## src/rtl/usr_pkg.sv

```systemverilog
// Shared types for the universal shift register: operation mode encoding.
package usr_pkg;

    localparam int unsigned MODE_W = 2;

    typedef enum logic [MODE_W-1:0] {
        HOLD = 2'd0,
        SHL  = 2'd1,
        SHR  = 2'd2,
        LOAD = 2'd3
    } mode_e;

endpackage

```

## src/rtl/universal_shift_reg_if.sv

```systemverilog
// Control/data bundle between a driver and the universal shift register.
interface universal_shift_reg_if
    import usr_pkg::*;
#(
    parameter int unsigned WIDTH = 8
);
    localparam int unsigned CW = $clog2(WIDTH + 1);

    logic             En;
    mode_e            Mode;
    logic             Rotate;
    logic             SerIn;
    logic [WIDTH-1:0] D;
    logic [WIDTH-1:0] Q;
    logic [WIDTH-1:0] Qb;
    logic             SerOut;
    logic [CW-1:0]    Count;
    logic             Done;

    modport master (
        output En, Mode, Rotate, SerIn, D,
        input  Q, Qb, SerOut, Count, Done
    );

    modport slave (
        input  En, Mode, Rotate, SerIn, D,
        output Q, Qb, SerOut, Count, Done
    );

endinterface

```

## src/rtl/usr_bit_cell.sv

```systemverilog
// One register bit: 4:1 next-state select (hold/left/right/load) and a flop
// with a synchronous reset value.
module usr_bit_cell
    import usr_pkg::*;
#(
    parameter logic RESET_BIT = 1'b0
) (
    input  logic  clk_i,
    input  logic  rst_i,
    input  logic  en_i,
    input  mode_e mode_i,
    input  logic  shl_in_i,
    input  logic  shr_in_i,
    input  logic  load_in_i,
    output logic  q_o
);

    logic q_d;
    logic q_q;

    always_comb begin
        q_d = q_q;
        if (en_i) begin
            unique case (mode_i)
                HOLD: q_d = q_q;
                SHL:  q_d = shl_in_i;
                SHR:  q_d = shr_in_i;
                LOAD: q_d = load_in_i;
                default: q_d = q_q;
            endcase
        end
    end

    always_ff @(posedge clk_i) begin
        if (rst_i) begin
            q_q <= RESET_BIT;
        end else begin
            q_q <= q_d;
        end
    end

    assign q_o = q_q;

endmodule

```

## src/rtl/universal_shift_reg.sv

```systemverilog
// Universal shift register: hold, shift left/right (serial or rotate), parallel
// load, with a saturating shift counter and registered serial output.
module universal_shift_reg
    import usr_pkg::*;
#(
    parameter int unsigned      WIDTH     = 8,
    parameter logic [WIDTH-1:0] RESET_VAL = '0
) (
    input logic                   Clock,
    input logic                   Reset,
    universal_shift_reg_if.slave  bus
);

    localparam int unsigned CW = $clog2(WIDTH + 1);
    localparam logic [CW-1:0] COUNT_MAX = CW'(WIDTH);

    logic [WIDTH-1:0] q;
    logic [WIDTH-1:0] shl_vec;
    logic [WIDTH-1:0] shr_vec;
    logic             shl_in;
    logic             shr_in;

    logic             serout_d;
    logic             serout_q;
    logic [CW-1:0]    count_d;
    logic [CW-1:0]    count_q;

    // Rotation feeds the bit leaving one end back into the other.
    assign shl_in  = bus.Rotate ? q[WIDTH-1] : bus.SerIn;
    assign shr_in  = bus.Rotate ? q[0] : bus.SerIn;
    assign shl_vec = {q[WIDTH-2:0], shl_in};
    assign shr_vec = {shr_in, q[WIDTH-1:1]};

    for (genvar i = 0; i < WIDTH; i++) begin : g_cell
        usr_bit_cell #(
            .RESET_BIT (RESET_VAL[i])
        ) u_cell (
            .clk_i     (Clock),
            .rst_i     (Reset),
            .en_i      (bus.En),
            .mode_i    (bus.Mode),
            .shl_in_i  (shl_vec[i]),
            .shr_in_i  (shr_vec[i]),
            .load_in_i (bus.D[i]),
            .q_o       (q[i])
        );
    end

    always_comb begin
        serout_d = serout_q;
        count_d  = count_q;
        if (bus.En) begin
            unique case (bus.Mode)
                HOLD: ;
                SHL: begin
                    serout_d = q[WIDTH-1];
                    count_d  = (count_q == COUNT_MAX) ? count_q : count_q + CW'(1);
                end
                SHR: begin
                    serout_d = q[0];
                    count_d  = (count_q == COUNT_MAX) ? count_q : count_q + CW'(1);
                end
                LOAD: count_d = '0;
                default: ;
            endcase
        end
    end

    always_ff @(posedge Clock) begin
        if (Reset) begin
            serout_q <= 1'b0;
            count_q  <= '0;
        end else begin
            serout_q <= serout_d;
            count_q  <= count_d;
        end
    end

    assign bus.Q      = q;
    assign bus.Qb     = ~q;
    assign bus.SerOut = serout_q;
    assign bus.Count  = count_q;
    assign bus.Done   = (count_q == COUNT_MAX);

endmodule

```

## src/flat_wrapper.sv

```systemverilog
// flat-port wrapper written by rule: the top's interface ports become plain ports
module universal_shift_reg_flat import usr_pkg::*;
#(
    parameter int unsigned      WIDTH     = 8,
    parameter logic [WIDTH-1:0] RESET_VAL = '0
)
  (Clock, Reset, bus_En, bus_Mode, bus_Rotate, bus_SerIn, bus_D, bus_Q, bus_Qb, bus_SerOut, bus_Count, bus_Done);
  universal_shift_reg_if #(.WIDTH(WIDTH)) bus_i ();
  input logic Clock;
  input logic Reset;
  input wire logic [$bits(bus_i.En)-1:0] bus_En;
  input wire logic [$bits(bus_i.Mode)-1:0] bus_Mode;
  input wire logic [$bits(bus_i.Rotate)-1:0] bus_Rotate;
  input wire logic [$bits(bus_i.SerIn)-1:0] bus_SerIn;
  input wire logic [$bits(bus_i.D)-1:0] bus_D;
  output wire logic [$bits(bus_i.Q)-1:0] bus_Q;
  output wire logic [$bits(bus_i.Qb)-1:0] bus_Qb;
  output wire logic [$bits(bus_i.SerOut)-1:0] bus_SerOut;
  output wire logic [$bits(bus_i.Count)-1:0] bus_Count;
  output wire logic [$bits(bus_i.Done)-1:0] bus_Done;
  assign bus_i.En = bus_En;
  assign bus_i.Mode = bus_Mode;
  assign bus_i.Rotate = bus_Rotate;
  assign bus_i.SerIn = bus_SerIn;
  assign bus_i.D = bus_D;
  assign bus_Q = bus_i.Q;
  assign bus_Qb = bus_i.Qb;
  assign bus_SerOut = bus_i.SerOut;
  assign bus_Count = bus_i.Count;
  assign bus_Done = bus_i.Done;
  universal_shift_reg #(.WIDTH(WIDTH), .RESET_VAL(RESET_VAL)) u_core (.Clock(Clock), .Reset(Reset), .bus(bus_i));
endmodule
```

## config.mk

```make
export PLATFORM = sky130hd
export DESIGN_NAME = universal_shift_reg_flat
export DESIGN_NICKNAME = d
export VERILOG_FILES = /design/src/rtl/usr_pkg.sv /design/src/rtl/universal_shift_reg_if.sv /design/src/rtl/usr_bit_cell.sv /design/src/rtl/universal_shift_reg.sv /design/src/flat_wrapper.sv
export SDC_FILE = /design/constraint.sdc
export NUM_CORES = 1
export LEC_CHECK = 0
export ABC_AREA = 1
export CAP_MARGIN = 0
export CORE_MARGIN = 4
export CORE_UTILIZATION = 48
export CTS_BUF_LIST = sky130_fd_sc_hd__clkbuf_2
export CTS_CLUSTER_SIZE = 14
export DETAILED_ROUTE_END_ITERATION = 7
export GPL_TIMING_DRIVEN = 0
export PLACE_DENSITY = 0.87
export SYNTH_ARGS = -nofsm -noshare
export SYNTH_HDL_FRONTEND = slang
export SYNTH_SLANG_ARGS = --single-unit
export TNS_END_PERCENT = 100
```

## constraint.sdc

```tcl
create_clock -name Clock -period 2.8 [get_ports Clock]
set_input_delay 0.56 -clock Clock [delete_from_list [all_inputs] [get_ports Clock]]
set_output_delay 0.56 -clock Clock [all_outputs]
set_load 0.02 [all_outputs]
```

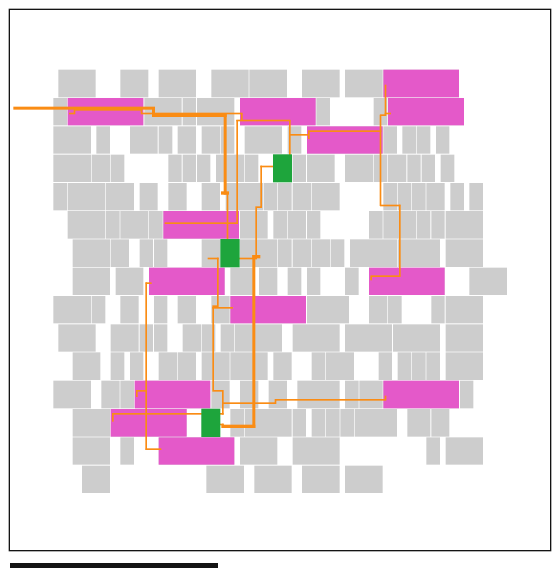
clk_routes.png
Bar = 20 um.
legend:
  green:
    item: clock drivers
    count: 3
  orange:
    item: clock wires
    length: 212 um
  magenta:
    item: flip-flops
    count: 13
routed clock nets: 4

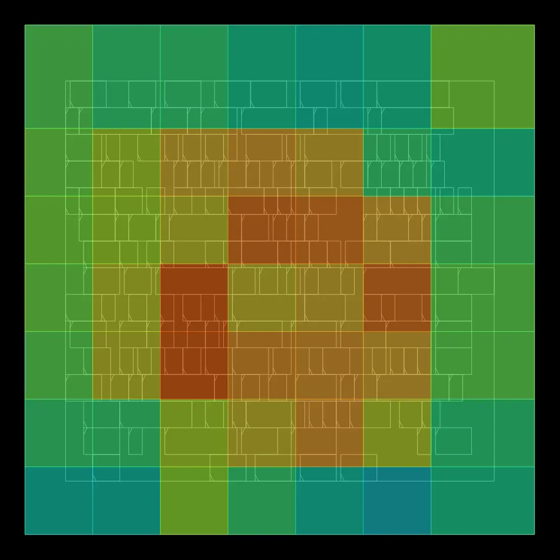
congestion.png
Overall Global Routing Usage: 0.1968
global route hottest layer: met2
Final Util: 0.7453
GR Util met1: 0.2213
WL/cell: 11.57 um

==> deck_impl_summary.md <==
Implementation Results

Floorplanning
  – Die area: 0.002699 mm2
  – Die W: between 50 and 60 um
  – I/O pins: 37
  – Floorplan utilization: 0.5200
  – N_taps: 25
  – CORE AREA: 0.001783 mm2
  – # rows: 15
  – Die Ht: 51.95 um

Yosys
  – XOR-XNOR Cells, Area Fraction: 0
  – YS chip area: 927.1 um2
  – Sequential share of the synthesized area: 0.2807
  – AO/OA Area Share: 0.1943
  – MUX area fraction: 0
  – # Cells Yosys: 139
  – Yosys top cell by instances: nand2_1
  – Post-synth ARST share: 0
  – Ys flop type: dfxtp_1
  – Synth warn: 0
  – Simple logic cell fraction of the synthesized area: 0.2443
  – Top cells by area: dfxtp_1 (28%), nand2_1 (13%), inv_1 (11%)
  – Adder share: 0.08097
  – Post-Syn Area per Cell: 6.670 um2
  – Post-synth top area cell: dfxtp_1
  – Synth Instances: 139
  – Floorplan Nets: 160
  – Count of library flops with an enable pin: 0
  – Flops after synth: 13
  – Cell Type Count: 21
  – Synthesized area: 927.1 um2
  – Synth logic family: simple AND/OR/NAND/NOR gates
  – Most frequent cells after synthesis: nand2_1 (31), inv_1 (28), a21oi_1 (17)
  – Largest type area fraction: 0.2807

STA
  – Fmax: 441.3 MHz
  – Rel. slew slack: 0.7666
  – Hold Violations, Final: 0
  – Fin crit period: roughly 2.3 ns
  – RSZ-0062 raised after global routing: no
  – Slew Viols, Final: 0
  – Slew @ Worst Pin: 0.3502 ns
  – Worst-case clock skew: 0.006705 ns
  – Post-layout period usage: 0.8094
  – Setup Total Neg Slack: 0 ns
  – Worst hold slack: roughly 0.48 ns
  – Post-route setup slack: 0.5337 ns
  – Final setup violation count: 0

Global routing
  – Antenna violations before repair: 0
  – Vias in the first global route: 949
  – GRT overflow: 0
  – First-pass GRT wire length: 3.988 mm
  – Largest net degree at the start of global routing: 11
  – Met2 usage: 0.3556
  – Met3 Use GR: 0.04011

Power
  – Maximum vdd ir drop: about 320 uV
  – Combinational power share: 0.370
  – Internal power: 0.3270 mW
  – Psw: ~0.18 mW
  – Seq pwr share: 0.419
  – Clock power frac: 0.211
  – PwrDens: 380.9 mW/mm2
  – Total power: 0.5062 mW
  – Pleak: 0.6315 nW
  – Switching part of the total: 0.3541

Critical path
  – R2r startpoint: u_core.bus.Count[0]
  – R2R cell count: 6
  – Critical Path Start: u_core.bus.Count[0]
  – Critical path type: flip-flop to output pin
  – Worst Path Arrival: 1.71 ns
  – CP max FO: 6
  – Critical Path End Type: output pin
  – R2R setup slack: about 1.5 ns
  – CP Capture Point: bus_Done
  – Startpoint types: flip-flop
  – RR Endpoint: u_core.bus.Count[2]
  – Critical Path RT: 2.24 ns

Cells and area
  – Final instance area: 0.001329 mm2
  – Layout cells sized above 1: 0.1236
  – Comb area share: 0.3625
  – Invs w/o clock: 29
  – Flop area: roughly 260 um2
  – Antenna cells: 0
  – Flops: 13
  – Count of non-CTS buffers in the layout: 46
  – #MultiIn Comb: 86
  – Area growth, synth to finish: 43.32%
  – ClkCell Share: 0.01507
  – Most used logic cell in the final layout: clkdlybuf4s50_1
  – Net count reported at finish: approximately 200
  – Max reg flops: 8
  – CLK BUF: 4
  – Signal buf overhead: 0.3211
  – Filler cells: 147
  – Top cells excl fill/tap: clkdlybuf4s50_1 (35), nand2_1 (31), inv_1 (28)
  – Fraction of area in registers: 0.1959
  – Comb. cell area: 481.7 um2
  – Top class by area: combinational gates
  – Non-Filler Instances: 203

Drt
  – Metal3 WL: roughly 120 um
  – Metal2 WL: ~1.2 mm
  – M1 WL: just under 1 mm
  – Top sig layer: met4
  – WL final: around 2.3 mm
  – TritonRoute pass-1 iters: 4
  – Initial drt markers: 19
  – Final ANT Viol Nets: 0
  – Vias/cell: 4.778
  – DRC viols: 0
  – Vias: 970

Min path
  – Hold_sp: u_core.bus.SerOut
  – Hold depth: 2
  – Hold Crit Endpoint: u_core.bus.SerOut
  – Worst hold path class: flip-flop to flip-flop

CTS
  – Root buf cell: clkbuf_2
  – H-tree depth: 1
  – Hold bufs inserted after CTS: 0
  – CTS sink cnt: 13
  – Clk slew on worst S/H paths: between 0.1 and 0.15 ns
  – Clock latency on the worst-skew pair: approximately 0.29 ns
  – CTS tree: yes
  – CTS Buffer Depth: 2
  – Cts repair resizes: 0
  – Post-CTS setup buffers: 0
  – Total CTS buffers: 3

Status
  – Status: complete, no violations

Job
  – Maxcap violations: 0
  – Log Warnings: 30

Placement
  – PortBufs: 35
  – GPL Wtd Cong: around 0.76
  – Placed standard-cell area: ~0.0013 mm2
  – Inst Count DP: 199
  – Dpl hpwl: 1.866 mm
  – Post-Place Setup Slack: 0.6413 ns
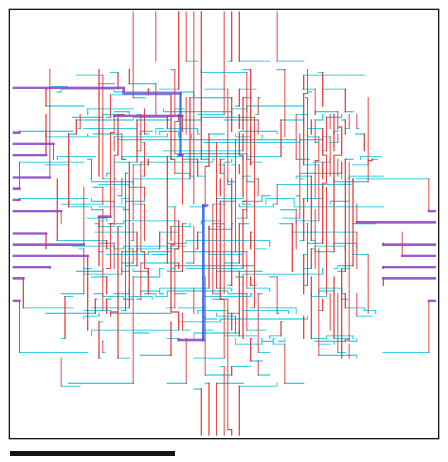
wires.png
Bar = 20 um.
legend:
  blue:
    layer: metal 4
    wire_length: 23.8 um
  purple:
    layer: metal 3
    wire_length: 116 um
  red:
    layer: metal 2
    wire_length: 1,230 um
  cyan:
    layer: metal 1
    wire_length: 975 um

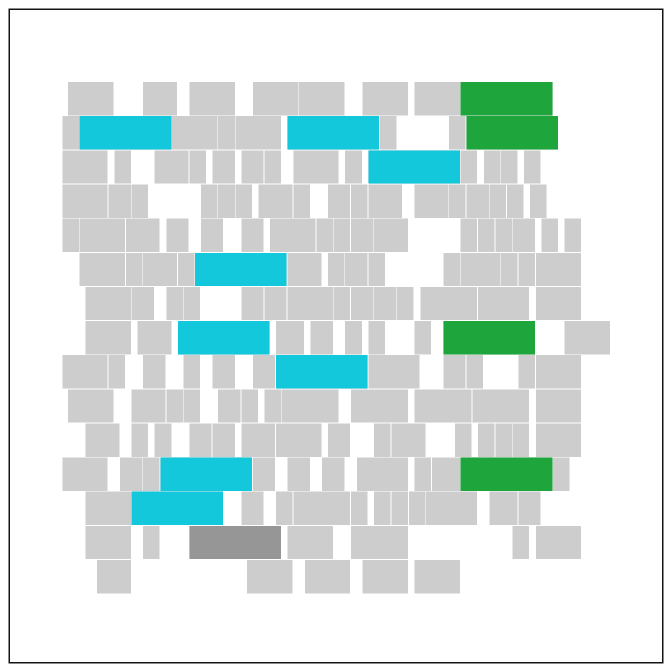
flops_by_reg.png
Other sequential cells in the stronger grey, the rest of the logic in the fainter grey.
legend:
  cyan:
    netlist_name: u_core.g_cell.u_cell.q_o
    sequential_cells: 8
  green:
    netlist_name: u_core.bus.Count
    sequential_cells: 4

## power groups by stage
| stage | clock [mW] | sequential (mW) | combinational [mW] |
|---|---|---|---|
| floorplan | 0 | 0.217 | 0.107 |
| global placement | 0 | 0.215 | 0.183 |
| detailed placement | 0 | 0.216 | 0.187 |
| CTS | 0.108 | 0.212 | 0.189 |
| global route | 0.120 | 0.214 | 0.205 |
| finish | 0.107 | 0.212 | 0.187 |
## worst max-delay path, stage by stage, from the launching register on
cell and delay (ns):
dfxtp_1 0.39, inv_1 0.09, ha_1 0.18, nand2_1 0.07, nor2_1 0.09, clkdlybuf4s50_1 0.60
Power figures rest on the tool's default switching activity, not on a simulated workload.
